[src/rtl/pcc_rx_endpoint.sv]
// Receive endpoint between the PCC router local port and the IP core.
// Packets are staged in a FIFO with commit/rewind pointers so the IP only sees complete packets.
module pcc_rx_endpoint #(
    parameter int DATAW   = 66,
    parameter int DEPTH   = 16,
    parameter int AW      = 4,
    parameter int SUSP_TH = 12
) (
    input  logic               clk,
    input  logic               reset,
    input  logic [DATAW-1:0]   PCC_ip_data_i,
    input  logic               PCC_ip_stb_i,
    input  logic               PCC_ip_fwd_i,
    output logic               PCC_ip_fail_o,
    output logic               PCC_ip_pack_o,
    output logic               PCC_ip_suspend_o,
    output logic               PCC_ip_cancel_o,
    output logic [DATAW-4:0]   rd_data_o,
    output logic               rd_last_o,
    output logic               rd_valid_o,
    input  logic               rd_ready_i,
    output logic [AW:0]        level_o
);

    localparam int PW = DATAW - 3;
    localparam int EW = DATAW - 2;
    localparam logic [AW:0] DEPTH_W = (AW+1)'(DEPTH);
    localparam logic [AW:0] SUSP_W  = (AW+1)'(SUSP_TH);

    localparam logic [1:0] ST_IDLE = 2'd0;
    localparam logic [1:0] ST_RECV = 2'd1;
    localparam logic [1:0] ST_DROP = 2'd2;

    logic [EW-1:0] mem [DEPTH];
    logic [AW:0]   wr_q, wr_d, cmt_q, cmt_d, rd_q, rd_d;
    logic [1:0]    state_q, state_d;
    logic          pack_q, pack_d, fail_q, fail_d, cancel_q, cancel_d, susp_q;
    logic          we, do_head;
    logic [AW:0]   waddr;

    logic          acc, f_head, is_cancel, is_tail, full, cmt_full, rd_fire;
    logic [AW:0]   used, cmt_used;
    logic [EW-1:0] rd_entry;

    assign acc       = PCC_ip_stb_i & ~PCC_ip_fwd_i;
    assign f_head    = PCC_ip_data_i[DATAW-1];
    assign is_cancel = (PCC_ip_data_i[DATAW-2:DATAW-3] == 2'b11);
    assign is_tail   = (PCC_ip_data_i[DATAW-2:DATAW-3] == 2'b01);
    assign used      = wr_q - rd_q;
    assign cmt_used  = cmt_q - rd_q;
    assign full      = (used == DEPTH_W);
    // A new head always starts from the commit point, even when it interrupts a packet.
    assign cmt_full  = (cmt_used == DEPTH_W);

    always_comb begin
        wr_d     = wr_q;
        cmt_d    = cmt_q;
        state_d  = state_q;
        pack_d   = 1'b0;
        fail_d   = 1'b0;
        cancel_d = 1'b0;
        we       = 1'b0;
        waddr    = wr_q;
        do_head  = 1'b0;
        if (acc) begin
            case (state_q)
                ST_RECV: begin
                    if (is_cancel) begin
                        wr_d     = cmt_q;
                        cancel_d = 1'b1;
                        state_d  = ST_IDLE;
                    end else if (f_head) begin
                        fail_d  = 1'b1;
                        do_head = 1'b1;
                    end else if (full) begin
                        wr_d    = cmt_q;
                        fail_d  = 1'b1;
                        state_d = is_tail ? ST_IDLE : ST_DROP;
                    end else begin
                        we   = 1'b1;
                        wr_d = wr_q + 1'b1;
                        if (is_tail) begin
                            cmt_d   = wr_q + 1'b1;
                            state_d = ST_IDLE;
                        end
                    end
                end
                default: begin
                    if (is_cancel) begin
                        cancel_d = 1'b1;
                        state_d  = ST_IDLE;
                    end else if (f_head) begin
                        do_head = 1'b1;
                    end else if (state_q == ST_DROP && is_tail) begin
                        state_d = ST_IDLE;
                    end
                end
            endcase
        end
        if (do_head) begin
            wr_d = cmt_q;
            if (cmt_full) begin
                fail_d  = 1'b1;
                state_d = is_tail ? ST_IDLE : ST_DROP;
            end else begin
                we     = 1'b1;
                waddr  = cmt_q;
                wr_d   = cmt_q + 1'b1;
                pack_d = 1'b1;
                if (is_tail) begin
                    cmt_d   = cmt_q + 1'b1;
                    state_d = ST_IDLE;
                end else begin
                    state_d = ST_RECV;
                end
            end
        end
    end

    assign rd_valid_o = (rd_q != cmt_q);
    assign rd_fire    = rd_valid_o & rd_ready_i;
    assign rd_d       = rd_q + (AW+1)'(rd_fire);

    always_ff @(posedge clk) begin
        if (we) mem[waddr[AW-1:0]] <= {is_tail, PCC_ip_data_i[PW-1:0]};
    end

    always_ff @(posedge clk) begin
        if (reset) begin
            wr_q     <= '0;
            cmt_q    <= '0;
            rd_q     <= '0;
            state_q  <= ST_IDLE;
            pack_q   <= 1'b0;
            fail_q   <= 1'b0;
            cancel_q <= 1'b0;
            susp_q   <= 1'b0;
        end else begin
            wr_q     <= wr_d;
            cmt_q    <= cmt_d;
            rd_q     <= rd_d;
            state_q  <= state_d;
            pack_q   <= pack_d;
            fail_q   <= fail_d;
            cancel_q <= cancel_d;
            susp_q   <= (used >= SUSP_W);
        end
    end

    // Head data is masked while empty so outputs read 0 out of reset.
    assign rd_entry         = mem[rd_q[AW-1:0]];
    assign rd_data_o        = rd_valid_o ? rd_entry[PW-1:0] : '0;
    assign rd_last_o        = rd_valid_o & rd_entry[EW-1];
    assign level_o          = used;
    assign PCC_ip_pack_o    = pack_q;
    assign PCC_ip_fail_o    = fail_q;
    assign PCC_ip_cancel_o  = cancel_q;
    assign PCC_ip_suspend_o = susp_q;

endmodule

[config.mk]
export PLATFORM = sky130hd
export DESIGN_NAME = pcc_rx_endpoint
export DESIGN_NICKNAME = d
export VERILOG_FILES = /design/src/rtl/pcc_rx_endpoint.sv
export SDC_FILE = /design/constraint.sdc
export NUM_CORES = 1
export LEC_CHECK = 0
export ABC_AREA = 1
export CAP_MARGIN = 20
export CORE_ASPECT_RATIO = 1.25
export CORE_UTILIZATION = 49
export DETAILED_ROUTE_END_ITERATION = 16
export PLACE_DENSITY = 0.66
export SYNTH_ARGS = -nofsm -noshare
export SYNTH_HDL_FRONTEND = slang
export SYNTH_SLANG_ARGS = --single-unit
export TNS_END_PERCENT = 1
[constraint.sdc]
create_clock -name clk -period 15.1 [get_ports clk]
set_input_delay 3.02 -clock clk [delete_from_list [all_inputs] [get_ports clk]]
set_output_delay 3.02 -clock clk [all_outputs]
set_load 0.02 [all_outputs]
==> images/logic_types.png <==
The bar under the picture is 100 um long.
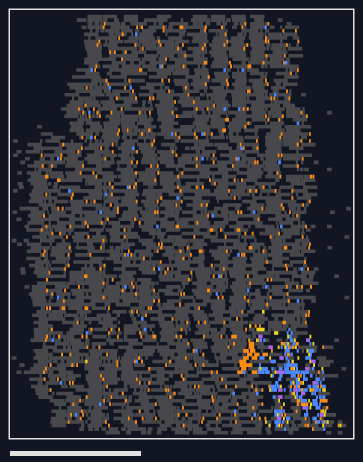
Key: inv cells = yellow [cells 53, where lower right]; xor and xnor cells = purple [cells 15, where lower right]; nand cells = blue [cells 199]; nor cells = orange [cells 575, where all over the die]

==> results.toml <==
# yosys + openroad results
[sta]
max_slew_margin_pct = 20.0
fmax_ghz = 0.115
tns_ns = 0
finalSetupViolations = 0
tightest_slew_ns = 1.20
finalCritPeriodShare_pct = 57.8
finalHoldViolCount = 0
slew_viol_final = 0
timing.final.ws_setup_ns = 6.37
period_needed_ns = 8.73
fin_skew_ns = 0.0328
rsz0062_at_grt = "false"
whs_ns = 0.515

[flow_run]
warnings = 42
maxCapViolations = 0

[routing]
via_per_inst = 6.20
drtIter0Drc = 2612
via_count = 26595
postRouteAntennaNets = 0
drc = 0
wl_per_cell_um = 25.0
drt_first_pass_iters = 5
wl_um = 107000

[worst_setup_path]
cp-start-kind = "flip-flop"
crit_required_ns = 12.08
criticalPathCategory = "flip-flop to primary output"
cp.arrival_ns = 5.71
endpoint_kind = "primary output"
path_max_fanout = 102

[synth]
yosys.area.top_type = "edfxtp_1"
synth_area_per_cell_sq_um = 13.6
synthArstFlopShare_pct = 0
edf_count = 1024
ff_type = "edfxtp_1"
floorplan.nets = 3144
synth_flops = 1045
yosys_warnings = 0
ys_seq_share_pct = 75.1
yosys.area.top_type_share_pct = 74.1
ys_types = 40
yosysChipArea_sq_um = 41500
syn-instance-count = 3060
synthTopCellsByArea = "edfxtp_1 (74%), o21ai_0 (6.4%), nor2_1 (5.1%), o221ai_1 (3.9%), clkbuf_1 (1.3%)"
syn-cell-area_sq_um = 41500
yosysCellCount = 3060

[floorplan]
die_w_um = 262
design.die.area_sq_um = 85900
ioPinCount = 145
die.size.y_um = 327
rows = 118
core_sq_um = 83400
initial_core_util_pct = 49.7

[power_and_ir_drop]
vdd_drop_max_mv = 0.100
leakage_nw = 14.8
power.density_nw_per_um2 = 137
power_mw = 6.44

[placed_design]
dp_hpwl_um = 52500
post-place-ws_ns = 6.69
routabilityCongestion = 0.815
place_area_sq_um = 43800
port_buffers = 144

[clocking]
clockBufferDepth = 3
cts_resized = 0
ctsHoldBuffers = 0
cts_buffers = 96
clock_latency_ns = 0.67
htreeDepth = 3
post-cts-setup-buffers = 0
cts_tree = "yes"
clkTransAtPathRegs_ns = 0.06
cts_root_buf = "clkbuf_16"
cts.sinks = 1045

[global_routing]
grt_pass1_vias = 26291
grt.overflow.total = 0
antenna_found_initial = 11
grt_pass1_wl_um = 160000
grt_max_degree = 280
grt_util_all_layers_pct = 24.6

[layout]
syn_to_final_growth_pct = 13.2
fin_nets = 3213
stdcell_area_sq_um = 47000
drive_gt1_share_pct = 7.46

[hold_path]
min_path_type = "flip-flop to flip-flop"

[run_status]
status = "finished, final reports clean"
==> images/clk_routes.png <==
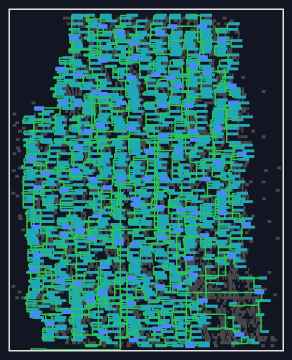
Key: clock wires = green [length 10,800 um]; clock drivers = blue [count 96]; flip-flops = cyan [count 1,045]
Position of the flops: all over the die. There are 97 routed clock nets.

==> sequential cells by signal, summed over array words and instances, names as in the netlist <==
| register | cells |
|---|---|
| PCC_ip_suspend_o | 1 |
| rd_q | 5 |
| wr_q | 5 |
| cmt_q | 5 |
| PCC_ip_pack_o | 1 |
| PCC_ip_fail_o | 1 |
| state_q | 2 |
| mem | 1024 |
| PCC_ip_cancel_o | 1 |
==> metrics by stage <==
stage	cells	util, %
2_1_floorplan	3060	-
3_3_place_gp	4104	52.5
3_5_place_dp	4106	52.6
4_1_cts	4278	56.1
5_1_grt	4289	56.3
6_report	4290	56.3
==> placed cells by master, fill, tap and decap left out, types with 4 or more instances in the layout <==
master / instances
clkbuf_1: 24
dfxtp_1: 17
nand2_2: 12
buf_4: 46
clkdlybuf4s50_1: 144
xor2_1: 11
nand2_1: 75
a21oi_1: 73
o21ai_0: 527
nand3_2: 5
buf_16: 5
edfxtp_1: 1024
nor2_2: 5
clkinvlp_4: 4
o211ai_1: 71
o221ai_1: 185
nor2_4: 16
ha_1: 12
clkinv_1: 20
clkbuf_16: 98
inv_1: 45
nor2_1: 551
o22ai_1: 71
bufinv_16: 7
clkinv_2: 19
nand3_1: 99
dfxtp_4: 4
diode_2: 7
==> layer usage <==
metal	share of wire [%]	global-route usage (%)	vias up
li1	-	-	11782
met1	40	31.7	13354
met2	49	41.3	1191
met3	7.5	3.67	260
met4	3.8	11.5	8
met5	0.046	0	-
==> final timing paths <==
check	startpoint	endpoint	slack, ns	cells after the start
worst max-delay path	rd_q[0]	rd_data_o[59]	6.37	8
worst min-delay path	state_q[0]	state_q[0]	0.51	2
worst min register to register	state_q[0]	state_q[0]	0.51	2
worst max register to register	rd_q[1]	mem[6][28]	8.78	13
==> report_power, final <==
part	switching [mW]	internal, mW	total [mW]
logic	0.610	0.282	0.892
clock network	1.02	1.31	2.33
registers	0.0229	3.20	3.22
total	1.65	4.79	6.44
==> cell usage after synthesis (11+ instances only) <==
cell type  number
a21oi_1        73
buf_2          65
buf_4          14
clkbuf_1      143
dfxtp_1        21
edfxtp_1     1024
ha_1           12
inv_1          47
nand2_1        75
nand2_2        12
nand3_1        99
nor2_1        567
o211ai_1       71
o21ai_0       527
o221ai_1      185
o22ai_1        71
xor2_1         11
==> critical path: stages, from the launching register on <==
cell and delay [ns]:
dfxtp_4 0.94, buf_4 0.84, buf_4 0.65, buf_4 0.87
o21ai_0 0.22, o221ai_1 0.25, o211ai_1 0.12, a21oi_1 0.33
clkdlybuf4s50_1 0.67
==> final cells by class <==
cell class / instances / area [sq um]
diodes: 7 / 17.5
multi-input cells: 1735 / 9240
clock buffers: 122 / 2540
flip-flops and latches: 1045 / 31200
fillers: 6381 / 36400
inverters: 53 / 220
well taps: 1080 / 1350
repair buffers: 198 / 1980
clock inverters: 50 / 434
==> logic make-up after synthesis <==
| family | synth area share [%] |
|---|---|
| AND-OR/OR-AND | 13.6 |
| buffers and inverters | 2.94 |
| adder cells (fa/ha/maj) | 0.410 |
| XOR/XNOR | 0.335 |
| AND/OR/NAND/NOR | 7.65 |
| flip-flops | 75.1 |
